===== config.mk =====
export PLATFORM = sky130hd
export DESIGN_NAME = line_requeuer
export DESIGN_NICKNAME = d
export VERILOG_FILES = /design/src/rtl/nonogram_pkg.sv /design/src/rtl/line_requeuer_lsb_finder.sv /design/src/rtl/line_requeuer.sv
export SDC_FILE = /design/constraint.sdc
export NUM_CORES = 1
export LEC_CHECK = 0
export ABC_AREA = 1
export ABC_CLOCK_PERIOD_IN_PS = 3840
export CORE_ASPECT_RATIO = 1.5
export CORE_MARGIN = 1
export CORE_UTILIZATION = 45
export DETAILED_ROUTE_END_ITERATION = 8
export GPL_TIMING_DRIVEN = 0
export PLACE_DENSITY = 0.65
export SETUP_SLACK_MARGIN = 0.15
export SLEW_MARGIN = 10
export SYNTH_ARGS = -nofsm -noshare
export SYNTH_HDL_FRONTEND = slang
export SYNTH_SLANG_ARGS = --single-unit

===== constraint.sdc =====
create_clock -name clk -period 3.84 [get_ports clk]
set_input_delay 0.576 -clock clk [delete_from_list [all_inputs] [get_ports clk]]
set_output_delay 0.576 -clock clk [all_outputs]
set_load 0.02 [all_outputs]

===== src/rtl/nonogram_pkg.sv =====
// Shared types for the nonogram solver: line identifiers and the requeuer FSM states.
package nonogram_pkg;

  localparam int MAX_DIM    = 32;
  localparam int LINE_IDX_W = $clog2(MAX_DIM);

  typedef struct packed {
    logic                  is_row;
    logic [LINE_IDX_W-1:0] index;
  } line_id_t;

  typedef enum logic [1:0] {
    IDLE = 2'd0,
    SEED = 2'd1,
    SCAN = 2'd2,
    PUSH = 2'd3
  } requeue_state_t;

endpackage


===== src/rtl/line_requeuer_lsb_finder.sv =====
// Combinational lowest-set-bit encoder; 'none' flags an all-zero vector.
module lsb_finder #(
  parameter int W  = 8,
  parameter int IW = (W > 1) ? $clog2(W) : 1
) (
  input  logic [W-1:0]  vec,
  output logic [IW-1:0] idx,
  output logic          none
);

  // Scan from the top down so the last hit written is the lowest set bit.
  always_comb begin
    idx  = '0;
    none = 1'b1;
    for (int i = W - 1; i >= 0; i--) begin
      if (vec[i]) begin
        idx  = IW'(i);
        none = 1'b0;
      end
    end
  end

endmodule


===== src/rtl/line_requeuer.sv =====
// Producer end of the solver line queue: seeds every line on start, then requeues
// the crossing lines touched by each solver write-back, skipping lines already queued.
module line_requeuer
  import nonogram_pkg::*;
#(
  parameter int ROWS  = 10,
  parameter int COLS  = 10,
  parameter int DIM   = (ROWS > COLS) ? ROWS : COLS,
  parameter int IDX_W = $clog2(DIM)
) (
  input  logic             clk,
  input  logic             rst,
  input  logic             start,
  input  logic             upd_valid,
  output logic             upd_ready,
  input  logic             upd_is_row,
  input  logic [IDX_W-1:0] upd_index,
  input  logic [DIM-1:0]   upd_changed,
  output logic             q_valid,
  input  logic             q_ready,
  output logic             q_is_row,
  output logic [IDX_W-1:0] q_index,
  input  logic             pop_valid,
  input  logic             pop_is_row,
  input  logic [IDX_W-1:0] pop_index,
  output logic             busy,
  output logic             quiescent
);

  localparam int LINES = ROWS + COLS;
  localparam int CTR_W = $clog2(LINES);

  // A row has COLS cells and a column has ROWS cells; bits beyond that are dropped.
  localparam logic [DIM-1:0] ROW_UPD_KEEP = {DIM{1'b1}} >> (DIM - COLS);
  localparam logic [DIM-1:0] COL_UPD_KEEP = {DIM{1'b1}} >> (DIM - ROWS);

  function automatic logic in_range(input logic is_row, input int idx);
    return is_row ? (idx < ROWS) : (idx < COLS);
  endfunction

  // Pending bitmap layout: rows at [ROWS-1:0], columns above them.
  function automatic logic [LINES-1:0] line_onehot(input logic is_row, input int idx);
    return is_row ? (LINES'(1) << idx) : (LINES'(1) << (ROWS + idx));
  endfunction

  requeue_state_t   state_q, state_d;
  logic [CTR_W-1:0] ctr_q, ctr_d;
  logic [DIM-1:0]   mask_q, mask_d;
  logic             cross_row_q, cross_row_d;
  logic [LINES-1:0] pending_q, pending_d;

  logic [IDX_W-1:0] lsb_idx;
  logic             lsb_none;
  logic [DIM-1:0]   lsb_onehot;
  line_id_t         push_id;
  logic [LINES-1:0] push_onehot;
  logic [LINES-1:0] set_vec;
  logic [LINES-1:0] clr_vec;

  lsb_finder #(
    .W  (DIM),
    .IW (IDX_W)
  ) u_lsb (
    .vec  (mask_q),
    .idx  (lsb_idx),
    .none (lsb_none)
  );

  assign lsb_onehot = DIM'(1) << lsb_idx;

  // The pushed id comes only from registers, so it cannot move while a push stalls.
  always_comb begin
    push_id = '0;
    if (state_q == SEED) begin
      if (int'(ctr_q) < ROWS) begin
        push_id.is_row = 1'b1;
        push_id.index  = LINE_IDX_W'(ctr_q);
      end else begin
        push_id.is_row = 1'b0;
        push_id.index  = LINE_IDX_W'(int'(ctr_q) - ROWS);
      end
    end else begin
      push_id.is_row = cross_row_q;
      push_id.index  = LINE_IDX_W'(lsb_idx);
    end
    push_onehot = line_onehot(push_id.is_row, int'(push_id.index));
  end

  // NOTE: every signal gets a default before the case so no path leaves it unassigned (no latches).
  always_comb begin
    state_d     = state_q;
    ctr_d       = ctr_q;
    mask_d      = mask_q;
    cross_row_d = cross_row_q;
    set_vec     = '0;

    unique case (state_q)
      IDLE: begin
        if (start) begin
          state_d = SEED;
          ctr_d   = '0;
        end else if (upd_valid && in_range(upd_is_row, int'(upd_index))) begin
          mask_d      = upd_changed & (upd_is_row ? ROW_UPD_KEEP : COL_UPD_KEEP);
          cross_row_d = ~upd_is_row;
          state_d     = SCAN;
        end
      end
      SEED: begin
        if (q_ready) begin
          set_vec = push_onehot;
          if (ctr_q == CTR_W'(LINES - 1)) state_d = IDLE;
          else                            ctr_d   = ctr_q + CTR_W'(1);
        end
      end
      SCAN: begin
        if (lsb_none)                         state_d = IDLE;
        else if (|(pending_q & push_onehot))  mask_d  = mask_q & ~lsb_onehot;
        else                                  state_d = PUSH;
      end
      PUSH: begin
        if (q_ready) begin
          set_vec = push_onehot;
          mask_d  = mask_q & ~lsb_onehot;
          state_d = SCAN;
        end
      end
      default: state_d = IDLE;
    endcase

    clr_vec = '0;
    if (pop_valid && in_range(pop_is_row, int'(pop_index)))
      clr_vec = line_onehot(pop_is_row, int'(pop_index));
    // Set is applied after clear so a same-cycle push of the popped line keeps it pending.
    pending_d = (pending_q & ~clr_vec) | set_vec;
  end

  // NOTE: sequential state uses non-blocking assignments so all registers update together.
  always_ff @(posedge clk or posedge rst) begin
    if (rst) begin
      state_q     <= IDLE;
      ctr_q       <= '0;
      mask_q      <= '0;
      cross_row_q <= 1'b0;
      pending_q   <= '0;
    end else begin
      state_q     <= state_d;
      ctr_q       <= ctr_d;
      mask_q      <= mask_d;
      cross_row_q <= cross_row_d;
      pending_q   <= pending_d;
    end
  end

  // Outputs decode registered state, so reset drops q_valid without waiting for a clock.
  always_comb begin
    q_valid   = (state_q == SEED) || (state_q == PUSH);
    q_is_row  = push_id.is_row;
    q_index   = IDX_W'(push_id.index);
    busy      = (state_q != IDLE);
    quiescent = (state_q == IDLE) && (pending_q == '0);
    upd_ready = ~rst && (state_q == IDLE) && ~start;
  end

endmodule


==> impl_metrics.py, run 1 <==
# Physical implementation metrics
metrics = {
    "synth": {
        "edf_count": 0,
        "top_cells_by_area": "dfrtp_1, nand2_1, o21ai_0",
        "ys_area_um2": 3118,
        "yosysWarnings": 0,
        "ys_seq_share": 0.3050,
        "top_cell": "nand2_1",
        "yosys_cells": 427,
        "syn-num-nets": 462,
        "ys_sh_aoi": 0.1581,
        "top_cells_by_count": "nand2_1, o21ai_0, inv_1",
    },
    "global_route": {
        "grt_use_met3": 0.03198,
        "grt_max_degree": 34,
        "grt_pass1_wl_um": 13680,
        "overflow": 0,
        "grt_pass1_vias": 2905,
        "use_met2": 0.4361,
        "grt_use_met1": 0.2546,
        "track_usage": 0.2386,
    },
    "clocking": {
        "cts_hold_buf": 0,
        "numCtsBuffers": 5,
        "insertion_delay_ns": 0.30,
        "cts_tree": "yes",
        "htreeDepth": 2,
    },
    "drt": {
        "totalWireLength_um": 8275,
        "num_vias": 3008,
        "met2_length_um": 4323,
        "ant_nets": 0,
        "first_iter_violations": 155,
        "via_per_inst": 5.519,
        "top_layer": "met4",
    },
    "final_layout": {
        "utilization": 0.5635,
        "clkbuf_count": 6,
        "antenna_cells": 0,
        "fill_cells": 635,
        "reg_top3": "pending_q x20, mask_q x10, ctr_q x5",
        "drive_gt1_frac": 0.1812,
        "area_growth_pct": 18.86,
        "final-clk-cell-share": 0.03849,
        "buf_share": 0.1124,
        "nonClockInverterCount": 57,
        "seq_cell_count": 38,
        "comb_cells": 322,
        "final_cell_mix": "nand2_1, o21ai_0, inv_1, dfrtp_1, nand3_1",
    },
    "setup_path": {
        "r2r_cells": 23,
        "r2r-end": "mask_q[6]",
        "cp.required_ns": 4.02,
        "path_class": "register to register",
        "worstPathMaxFanout": 10,
        "cp.depth": 23,
        "worstSetupStartpointType": "register",
        "slowest_delay_ns": 0.41,
        "critPathBufInv": 6,
        "crit_family": "simple AND/OR/NAND/NOR gates",
        "cp.arrival_ns": 3.45,
    },
    "timing": {
        "period_minus_slack_ns": 3.270,
        "fmax_mhz": 305.8,
        "fin_setup_tns_ns": 0,
        "whs_ns": 0.5133,
        "fin_worst_skew_ns": 0.008074,
        "rsz0062_at_grt": "no",
        "period_used_share": 0.8515,
        "timing.final.ws_setup_ns": 0.5702,
    },
    "die": {
        "core_um2": 6576,
        "die_y_um": 104.0,
        "dieArea_um2": 7273,
    },
    "power": {
        "power.density_nw_per_um2": 987.5,
        "powerSeq_w": 0.000742,
        "finalPower_w": 0.003660,
        "power-top-group": "combinational cells",
        "p_sw_w": 0.001965,
        "p_comb_w": 0.00249,
        "p_leak_nw": 1.744,
        "vdd_ir_drop_max_mv": 0.4643,
        "p_sw_frac": 0.5370,
    },
    "run_status": {
        "outcome": "complete, no violations",
    },
    "placement": {
        "dp.cells": 537,
        "gp_congestion": 0.9448,
        "placedInstanceArea_um2": 3563,
        "dpl.hpwl_um": 6526,
    },
    "job": {
        "warnings": 31,
    },
}
Run 1, logic cells by family:
Scale bar: 20 um.
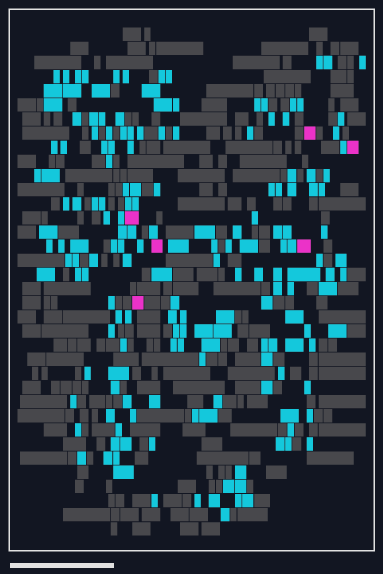
Key: and/or cells = magenta [cells 6]; nand cells = cyan [cells 172, where all over the die]

Run 1, local utilization:
7 x 10 tiles, from black (low) to pale yellow (high), 0 to 100% covered.
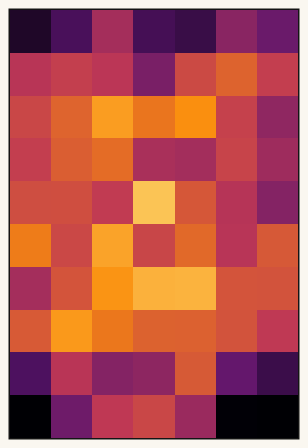
4.3% of the tiles are nearly empty. The densest ninth of the die: middle. 11% of the tiles are over 75% full. The fullest tile reaches 87%.

Run 1, I/O nets highlighted:
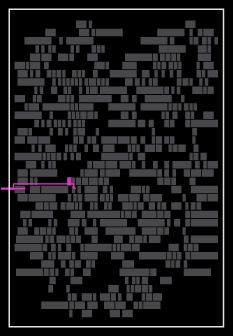
Key: `q_valid` = magenta [bits 1, direction output, end cells 1, buffers 1, wire 28.6 um]
PortBufs: 33
num ports: 35

Run 1, signal wires on met3:
Scale bar: 20 um.
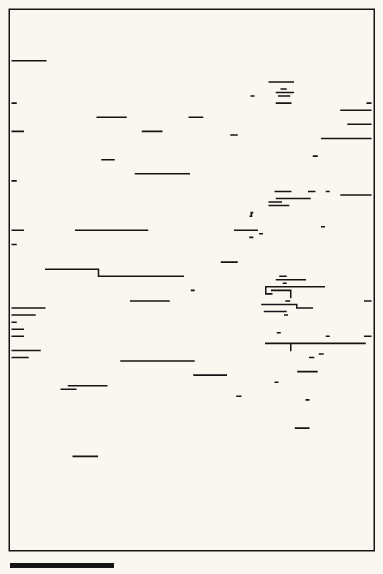

==> run 2, diff against run 1 <==
- GPL_TIMING_DRIVEN: 0 -> unset
Run 2, signal wires on met3:
Scale bar: 20 um.
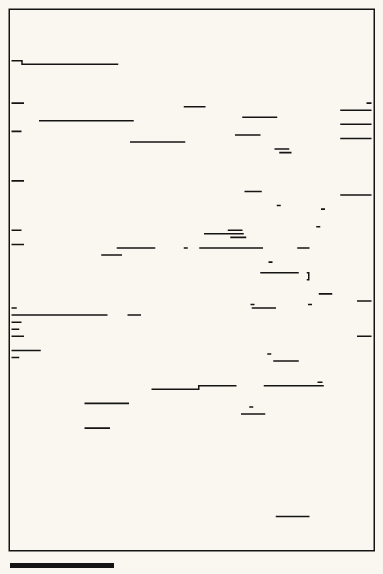
The longest straight run is 18.4 um. The layer holds 3.3% of the routed length. 40 nets have wire on it. The wires run mostly horizontal. The layer carries 254 um of wire.

Run 2, cell outlines without signal wires:
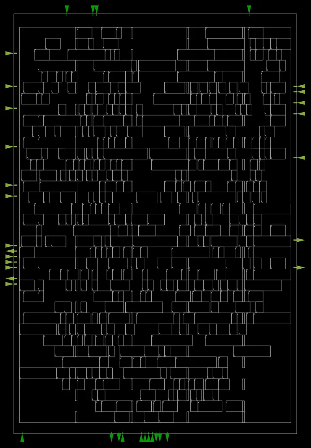
core area: 6576 um2
tally of filler cells in the layout: 640
row count: 36

==> run 2 against run 1 <==
Clock power barely moved. Via count fell by 2.6%. Count of clock-buffer cells in the layout did not move. Non-clock buffer count fell by 6. Clock skew barely moved. Utilization fell by 0.57 points. Routed wire length fell by 6.5%. Worst hold slack improved by 0.0045 ns. Maximum frequency fell by 3.1%. Critical path type unchanged.
==> impl_metrics.py, run 2 <==
# Physical implementation metrics
metrics = {
    "drt": {
        "totalWireLength_um": 7739,
        "ant_nets": 0,
        "top_layer": "met4",
        "via_per_inst": 5.436,
        "num_vias": 2930,
        "met2_length_um": 4093,
    },
    "setup_path": {
        "r2r-end": "mask_q[2]",
        "cp.required_ns": 4.08,
        "crit_family": "simple AND/OR/NAND/NOR gates",
        "critPathBufInv": 5,
        "r2r_cells": 20,
        "endpoint_kind": "register",
        "cp.depth": 20,
        "worstPathMaxFanout": 11,
        "slowest_delay_ns": 0.42,
        "cp.arrival_ns": 3.61,
        "path_class": "register to register",
    },
    "job": {
        "warnings": 31,
    },
    "power": {
        "power-top-group": "combinational cells",
        "p_sw_w": 0.001925,
        "powerSeq_w": 0.000730,
        "finalPower_w": 0.003568,
        "p_leak_nw": 1.726,
        "p_sw_frac": 0.5395,
    },
    "run_status": {
        "outcome": "complete, no violations",
    },
    "timing": {
        "fin_worst_skew_ns": 0.007962,
        "fmax_mhz": 296.3,
        "period_minus_slack_ns": 3.375,
        "timing.final.ws_setup_ns": 0.4653,
        "rsz0062_at_grt": "no",
        "fin_setup_tns_ns": 0,
        "whs_ns": 0.5178,
    },
    "global_route": {
        "overflow": 0,
        "grt_pass1_wl_um": 13280,
        "track_usage": 0.2269,
        "grt_use_met1": 0.2540,
        "grt_pass1_vias": 2881,
        "grt_use_met3": 0.03391,
        "grt_max_degree": 22,
        "use_met2": 0.4059,
    },
    "synth": {
        "yosysWarnings": 0,
        "top_cell": "nand2_1",
        "syn-num-nets": 462,
        "top_cells_by_area": "dfrtp_1, nand2_1, o21ai_0",
        "top_cells_by_count": "nand2_1, o21ai_0, inv_1",
        "mux_area_frac": 0.003612,
        "yosys_cells": 427,
        "flop_cell": "dfrtp_1",
        "ys_sh_aoi": 0.1581,
        "ys_seq_share": 0.3050,
        "edf_count": 0,
    },
    "final_layout": {
        "seq_cell_count": 38,
        "antenna_cells": 0,
        "reg_top3": "pending_q x20, mask_q x10, ctr_q x5",
        "buf_share": 0.1003,
        "largest_reg_flops": 20,
        "drive_gt1_frac": 0.1814,
        "clkbuf_count": 6,
        "area_growth_pct": 17.66,
        "final_cell_mix": "nand2_1, o21ai_0, inv_1, dfrtp_1, nand3_1",
        "layout_top_cell": "nand2_1",
        "utilization": 0.5578,
        "comb_cells": 322,
        "nonClockInverterCount": 57,
        "final-clk-cell-share": 0.03888,
    },
    "placement": {
        "gp_congestion": 0.9026,
        "dpl.hpwl_um": 6144,
        "io_buffers": 33,
        "dp.cells": 531,
    },
    "clocking": {
        "cts_hold_buf": 0,
        "insertion_delay_ns": 0.30,
        "numCtsBuffers": 5,
        "htreeDepth": 2,
        "cts_resized": 0,
    },
    "die": {
        "dieArea_um2": 7273,
        "die_y_um": 104.0,
    },
}
Run 2, logic cells by family:
Scale bar: 20 um.
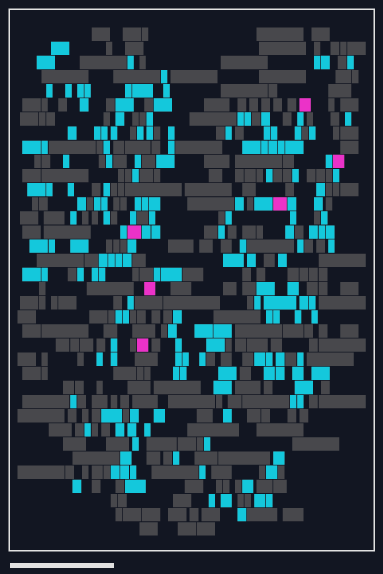
Key: and/or cells = magenta [cells 6]; nand cells = cyan [cells 172]
logic share of the area: 0.5167
final std cells w/o fill: 539

Power figures rest on the tool's default switching activity, not on a simulated workload.
